Figure 1. Met1 routing.
The bar under the picture is 10 um long.
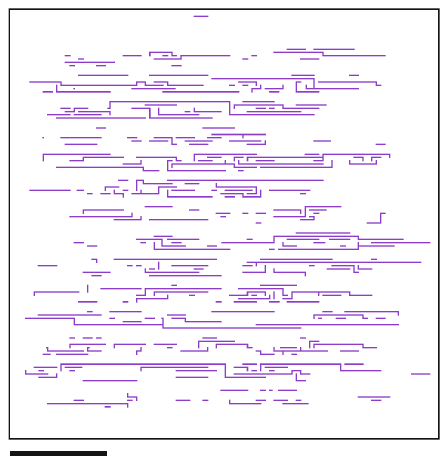
Figure 2. Signal wires on met2.
The bar under the picture is 10 um long. Cells faint in the background.
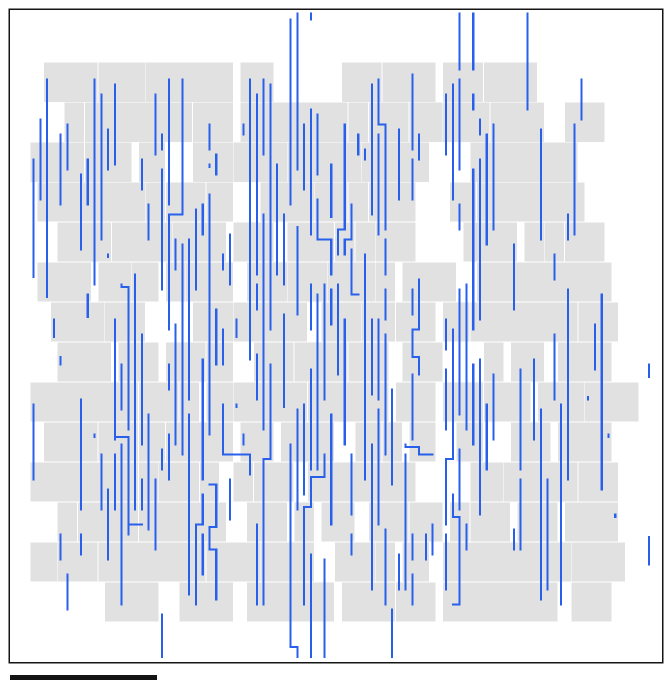
$ cat src/rtl/fight_logic_if.sv
// Player action buttons and display outputs of the fighting-game core,
// bundled so the game logic and its environment share one connection.
interface fight_logic_if;
    // Player-1 action buttons
    logic       punch1;
    logic       kick1;
    logic       wait1;
    logic       jump1;
    logic       left1;
    logic       right1;
    // Player-2 action buttons
    logic       punch2;
    logic       kick2;
    logic       wait2;
    logic       jump2;
    logic       left2;
    logic       right2;
    // Display outputs
    logic [1:0] hp1;
    logic       pos11;
    logic       pos12;
    logic       pos13;
    logic [1:0] hp2;
    logic       pos21;
    logic       pos22;
    logic       pos23;

    // Environment side: drives buttons, observes game state
    modport master (
        output punch1, kick1, wait1, jump1, left1, right1,
        output punch2, kick2, wait2, jump2, left2, right2,
        input  hp1, pos11, pos12, pos13,
        input  hp2, pos21, pos22, pos23
    );

    // Game-logic side: samples buttons, drives game state
    modport slave (
        input  punch1, kick1, wait1, jump1, left1, right1,
        input  punch2, kick2, wait2, jump2, left2, right2,
        output hp1, pos11, pos12, pos13,
        output hp2, pos21, pos22, pos23
    );
endinterface

$ cat src/rtl/fight_logic.sv
// Core state machine of a two-player, one-dimensional fighting game.
// Positions are kept one-hot per player (1 = own edge, 3 = centre); each
// enabled cycle both players' actions are resolved simultaneously, attacks
// using the positions held at the start of the cycle.
module fight_logic #(
    parameter logic [1:0] HP_INIT     = 2'd3,
    parameter int         PUNCH_REACH = 1,
    parameter int         KICK_REACH  = 2
) (
    input  logic          clk,
    input  logic          reset,
    input  logic          en,
    fight_logic_if.slave  bus
);

    localparam logic [2:0] PUNCH_REACH_L = 3'(PUNCH_REACH);
    localparam logic [2:0] KICK_REACH_L  = 3'(KICK_REACH);
    localparam logic [2:0] POS_EDGE      = 3'b001;

    typedef enum logic {
        ST_PLAY = 1'b0,
        ST_OVER = 1'b1
    } state_t;

    typedef enum logic [2:0] {
        ACT_IDLE  = 3'd0,
        ACT_JUMP  = 3'd1,
        ACT_PUNCH = 3'd2,
        ACT_KICK  = 3'd3,
        ACT_FWD   = 3'd4,
        ACT_BACK  = 3'd5
    } act_t;

    // Priority decode: jump > punch > kick > forward > backward > wait/none
    function automatic act_t decode_action(
        input logic jump_b,
        input logic punch_b,
        input logic kick_b,
        input logic fwd_b,
        input logic back_b,
        input logic wait_b
    );
        act_t a;
        if (jump_b) begin
            a = ACT_JUMP;
        end else if (punch_b) begin
            a = ACT_PUNCH;
        end else if (kick_b) begin
            a = ACT_KICK;
        end else if (fwd_b) begin
            a = ACT_FWD;
        end else if (back_b) begin
            a = ACT_BACK;
        end else if (wait_b) begin
            a = ACT_IDLE;
        end else begin
            a = ACT_IDLE;
        end
        return a;
    endfunction

    // One-hot position to index 1..3; an illegal code reads as the edge
    function automatic logic [1:0] onehot_to_idx(input logic [2:0] oh);
        logic [1:0] idx;
        case (oh)
            3'b001:  idx = 2'd1;
            3'b010:  idx = 2'd2;
            3'b100:  idx = 2'd3;
            default: idx = 2'd1;
        endcase
        return idx;
    endfunction

    // Move one step towards the centre, saturating there
    function automatic logic [2:0] step_fwd(input logic [2:0] oh);
        logic [2:0] r;
        case (oh)
            3'b001:  r = 3'b010;
            3'b010:  r = 3'b100;
            3'b100:  r = 3'b100;
            default: r = POS_EDGE;
        endcase
        return r;
    endfunction

    // Move one step towards the own edge, saturating there
    function automatic logic [2:0] step_back(input logic [2:0] oh);
        logic [2:0] r;
        case (oh)
            3'b001:  r = 3'b001;
            3'b010:  r = 3'b001;
            3'b100:  r = 3'b010;
            default: r = POS_EDGE;
        endcase
        return r;
    endfunction

    // Health after one hit, saturating at zero
    function automatic logic [1:0] hp_hit(input logic [1:0] hp);
        return (hp == 2'd0) ? 2'd0 : (hp - 2'd1);
    endfunction

    state_t     state_q, state_d;
    logic [1:0] hp1_q, hp1_d;
    logic [1:0] hp2_q, hp2_d;
    logic [2:0] pos1_q, pos1_d;
    logic [2:0] pos2_q, pos2_d;

    act_t       act1_s;
    act_t       act2_s;
    logic [2:0] dist_s;
    logic       hit_on2_s;
    logic       hit_on1_s;
    logic       clash_s;

    // Decode actions and resolve hits from start-of-cycle positions
    always_comb begin
        act1_s = decode_action(bus.jump1, bus.punch1, bus.kick1,
                               bus.right1, bus.left1, bus.wait1);
        act2_s = decode_action(bus.jump2, bus.punch2, bus.kick2,
                               bus.left2, bus.right2, bus.wait2);
        dist_s = 3'd7 - {1'b0, onehot_to_idx(pos1_q)} - {1'b0, onehot_to_idx(pos2_q)};
        hit_on2_s = (act2_s != ACT_JUMP) &&
                    (((act1_s == ACT_PUNCH) && (dist_s <= PUNCH_REACH_L)) ||
                     ((act1_s == ACT_KICK)  && (dist_s <= KICK_REACH_L)));
        hit_on1_s = (act1_s != ACT_JUMP) &&
                    (((act2_s == ACT_PUNCH) && (dist_s <= PUNCH_REACH_L)) ||
                     ((act2_s == ACT_KICK)  && (dist_s <= KICK_REACH_L)));
        // Adjacent players both stepping in block each other
        clash_s = (dist_s == 3'd1) && (act1_s == ACT_FWD) && (act2_s == ACT_FWD);
    end

    // Next-state logic: play update when enabled, otherwise hold
    always_comb begin
        state_d = state_q;
        hp1_d   = hp1_q;
        hp2_d   = hp2_q;
        pos1_d  = pos1_q;
        pos2_d  = pos2_q;
        case (state_q)
            ST_PLAY: begin
                if (en) begin
                    if (hit_on1_s) begin
                        hp1_d = hp_hit(hp1_q);
                    end else begin
                        hp1_d = hp1_q;
                    end
                    if (hit_on2_s) begin
                        hp2_d = hp_hit(hp2_q);
                    end else begin
                        hp2_d = hp2_q;
                    end
                    if (clash_s) begin
                        pos1_d = pos1_q;
                        pos2_d = pos2_q;
                    end else begin
                        case (act1_s)
                            ACT_FWD:  pos1_d = step_fwd(pos1_q);
                            ACT_BACK: pos1_d = step_back(pos1_q);
                            default:  pos1_d = pos1_q;
                        endcase
                        case (act2_s)
                            ACT_FWD:  pos2_d = step_fwd(pos2_q);
                            ACT_BACK: pos2_d = step_back(pos2_q);
                            default:  pos2_d = pos2_q;
                        endcase
                    end
                    if ((hp1_d == 2'd0) || (hp2_d == 2'd0)) begin
                        state_d = ST_OVER;
                    end else begin
                        state_d = ST_PLAY;
                    end
                end else begin
                    state_d = state_q;
                end
            end
            ST_OVER: begin
                state_d = ST_OVER;
            end
            default: begin
                state_d = ST_OVER;
            end
        endcase
    end

    // State and output registers with synchronous active-low reset
    always_ff @(posedge clk) begin
        if (!reset) begin
            state_q <= ST_PLAY;
            hp1_q   <= HP_INIT;
            hp2_q   <= HP_INIT;
            pos1_q  <= POS_EDGE;
            pos2_q  <= POS_EDGE;
        end else begin
            state_q <= state_d;
            hp1_q   <= hp1_d;
            hp2_q   <= hp2_d;
            pos1_q  <= pos1_d;
            pos2_q  <= pos2_d;
        end
    end

    assign bus.hp1   = hp1_q;
    assign bus.pos11 = pos1_q[0];
    assign bus.pos12 = pos1_q[1];
    assign bus.pos13 = pos1_q[2];
    assign bus.hp2   = hp2_q;
    assign bus.pos21 = pos2_q[0];
    assign bus.pos22 = pos2_q[1];
    assign bus.pos23 = pos2_q[2];

endmodule

$ cat src/flat_wrapper.sv
// flat-port wrapper written by rule: the top's interface ports become plain ports
module fight_logic_flat 
#(
    parameter logic [1:0] HP_INIT     = 2'd3,
    parameter int         PUNCH_REACH = 1,
    parameter int         KICK_REACH  = 2
)
  (clk, reset, en, bus_punch1, bus_kick1, bus_wait1, bus_jump1, bus_left1, bus_right1, bus_punch2, bus_kick2, bus_wait2, bus_jump2, bus_left2, bus_right2, bus_hp1, bus_pos11, bus_pos12, bus_pos13, bus_hp2, bus_pos21, bus_pos22, bus_pos23);
  fight_logic_if bus_i ();
  input  logic clk;
  input  logic reset;
  input  logic en;
  input wire logic [$bits(bus_i.punch1)-1:0] bus_punch1;
  input wire logic [$bits(bus_i.kick1)-1:0] bus_kick1;
  input wire logic [$bits(bus_i.wait1)-1:0] bus_wait1;
  input wire logic [$bits(bus_i.jump1)-1:0] bus_jump1;
  input wire logic [$bits(bus_i.left1)-1:0] bus_left1;
  input wire logic [$bits(bus_i.right1)-1:0] bus_right1;
  input wire logic [$bits(bus_i.punch2)-1:0] bus_punch2;
  input wire logic [$bits(bus_i.kick2)-1:0] bus_kick2;
  input wire logic [$bits(bus_i.wait2)-1:0] bus_wait2;
  input wire logic [$bits(bus_i.jump2)-1:0] bus_jump2;
  input wire logic [$bits(bus_i.left2)-1:0] bus_left2;
  input wire logic [$bits(bus_i.right2)-1:0] bus_right2;
  output wire logic [$bits(bus_i.hp1)-1:0] bus_hp1;
  output wire logic [$bits(bus_i.pos11)-1:0] bus_pos11;
  output wire logic [$bits(bus_i.pos12)-1:0] bus_pos12;
  output wire logic [$bits(bus_i.pos13)-1:0] bus_pos13;
  output wire logic [$bits(bus_i.hp2)-1:0] bus_hp2;
  output wire logic [$bits(bus_i.pos21)-1:0] bus_pos21;
  output wire logic [$bits(bus_i.pos22)-1:0] bus_pos22;
  output wire logic [$bits(bus_i.pos23)-1:0] bus_pos23;
  assign bus_i.punch1 = bus_punch1;
  assign bus_i.kick1 = bus_kick1;
  assign bus_i.wait1 = bus_wait1;
  assign bus_i.jump1 = bus_jump1;
  assign bus_i.left1 = bus_left1;
  assign bus_i.right1 = bus_right1;
  assign bus_i.punch2 = bus_punch2;
  assign bus_i.kick2 = bus_kick2;
  assign bus_i.wait2 = bus_wait2;
  assign bus_i.jump2 = bus_jump2;
  assign bus_i.left2 = bus_left2;
  assign bus_i.right2 = bus_right2;
  assign bus_hp1 = bus_i.hp1;
  assign bus_pos11 = bus_i.pos11;
  assign bus_pos12 = bus_i.pos12;
  assign bus_pos13 = bus_i.pos13;
  assign bus_hp2 = bus_i.hp2;
  assign bus_pos21 = bus_i.pos21;
  assign bus_pos22 = bus_i.pos22;
  assign bus_pos23 = bus_i.pos23;
  fight_logic #(.HP_INIT(HP_INIT), .PUNCH_REACH(PUNCH_REACH), .KICK_REACH(KICK_REACH)) u_core (.clk(clk), .reset(reset), .en(en), .bus(bus_i));
endmodule
$ cat config.mk
export PLATFORM = sky130hd
export DESIGN_NAME = fight_logic_flat
export DESIGN_NICKNAME = d
export VERILOG_FILES = /design/src/rtl/fight_logic_if.sv /design/src/rtl/fight_logic.sv /design/src/flat_wrapper.sv
export SDC_FILE = /design/constraint.sdc
export NUM_CORES = 1
export LEC_CHECK = 0
export CAP_MARGIN = 40
export CORE_MARGIN = 1
export CORE_UTILIZATION = 42
export CTS_BUF_LIST = sky130_fd_sc_hd__clkbuf_8
export DETAILED_ROUTE_END_ITERATION = 10
export PLACE_DENSITY = 0.78
export SKIP_CTS_REPAIR_TIMING = 1
export SKIP_LAST_GASP = 1
export SLEW_MARGIN = 20
export SYNTH_ARGS = -nofsm -noshare
export SYNTH_HDL_FRONTEND = slang
export SYNTH_SLANG_ARGS = --single-unit
$ cat constraint.sdc
create_clock -name clk -period 2.2 [get_ports clk]
set_clock_uncertainty 0.05 [all_clocks]
set_input_delay 0.66 -clock clk [delete_from_list [all_inputs] [get_ports clk]]
set_output_delay 0.66 -clock clk [all_outputs]
set_load 0.02 [all_outputs]
==> notes.md <==
Synthesis and PnR results.

- The upper clock frequency limit reads 416 MHz.
- The remaining global-route overflow reads 0.
- The first global-routing pass estimated between 3 and 4 mm of wire.
- The post-synthesis cell type with the largest combined area reads dfxtp_1.
- In the CTS report, the clock slew at the register clock pins of the worst setup and hold paths is listed as 0.05 ns.
- The main area contributors are dfxtp_1, nand2_1, nor3_4, nand2b_1, nand3_1.
- In the log, the iteration count for the first detailed-route pass is 4.
- The fraction of synthesis flops using an asynchronous set or reset pin is 0%.
- The setup-violating endpoint count in the final report reads 9.
- The site row count reads 14.
- The internal power summed over all cells is around 370 uW.
- The power in the clock group is 202 uW.
- Buffers outside the clock tree occupy 32.1% of the routed design's cell area.
- The XOR/XNOR share of the synthesized area is under 10%.
- The max-slew check reports its worst relative slack as a little over two thirds.
- The most common logic cells in the final layout are buf_4, clkdlybuf4s50_1, nand2_1, dfxtp_1, nor2_1.
- The number of cells in Yosys stat reads 91.
- The combinational gate area reads 577 um2.
- The pre-placement core utilization is 47.3%.
- The multiplexer fraction of the synthesized cell area reads 1.33%.
- The final reports fail on negative setup slack.
- The final sum of negative setup slack reads -1.21 ns.
- Global routing put the most usage on met2.
- Detailed-route iteration 0 reported a violation count of 12.
- At floorplan, the net count of the design was reported as between 100 and 150.
- The largest fanout on the critical path is 3.
- Across all register-to-register paths, the minimum setup slack is -0.21 ns.
- The max-cap check violation count is 0.
- The post-synthesis adder-cell area fraction reads 4.32%.
- The routed length on met3 reads a little under 70 um.
- The run finished, with violations left.
- The area fraction in and, or, nand and nor cells after synthesis is between 30% and 40%.
- The minimum setup slack in the final design is -0.206 ns.
- The most critical setup path has its endpoint at u_core.pos2_q[0].
- Hold analysis lists the worst path endpoint as u_core.bus.hp2[1].
- The register bit count reported by yosys reads 11.
- Hold-check failures listed in the final report amount to 0.
- The number of remaining DRC errors reads 0.
- The register area reads approximately 230 um2.
- The critical path arrival reads between 2 and 2.5 ns.
- The met3 layer usage reported by global route reads 2.45%.
- The sort of element at the end of the critical path is a flop.
- The tally of buffers added on design ports reads 22.
- The start point of the critical path is u_core.pos2_q[2].
- The per-cell routed wire length is about 13 um.
- The switching power as a share of total power reads 24.3%.
- The power report attributes to the sequential group a share of between 40 and 50%.
- The met1 wire length is roughly 970 um.
- The warning total across the stage logs reads 30.
- The post-synth design cell area reads between 700 and 800 um2.
- The origin of the critical flop-to-flop path is u_core.pos2_q[2].
- Grouping stages by cell kind, the critical path spends the most delay in simple AND/OR/NAND/NOR gates.
- The netlist uses 39 different library cells.
- Nets still carrying antenna violations after routing amount to 0.
- Sequential cells consume a total of just over 200 uW.
- The analysis attributes to cell leakage a power of 0.515 nW.
- TritonCTS built the clock tree.
- The final standard cell count with taps included and fillers excluded is approximately 170.
- The worst path buffer plus inverter count is 1.
About Figure 1:
wire length on this layer = 968 um
main direction = horizontal
nets with wire on the layer = 141
share of all routed wire = 45%
longest straight run = 17.9 um

About Figure 2:
nets with wire on the layer = 139
longest straight run = 19.0 um
share of all routed wire = 51%
wire length on this layer = 1080 um
routed wire length: 2.13 mm
Global Route met2 Usage: 42.1%
via count: 869

Power figures rest on the tool's default switching activity, not on a simulated workload.
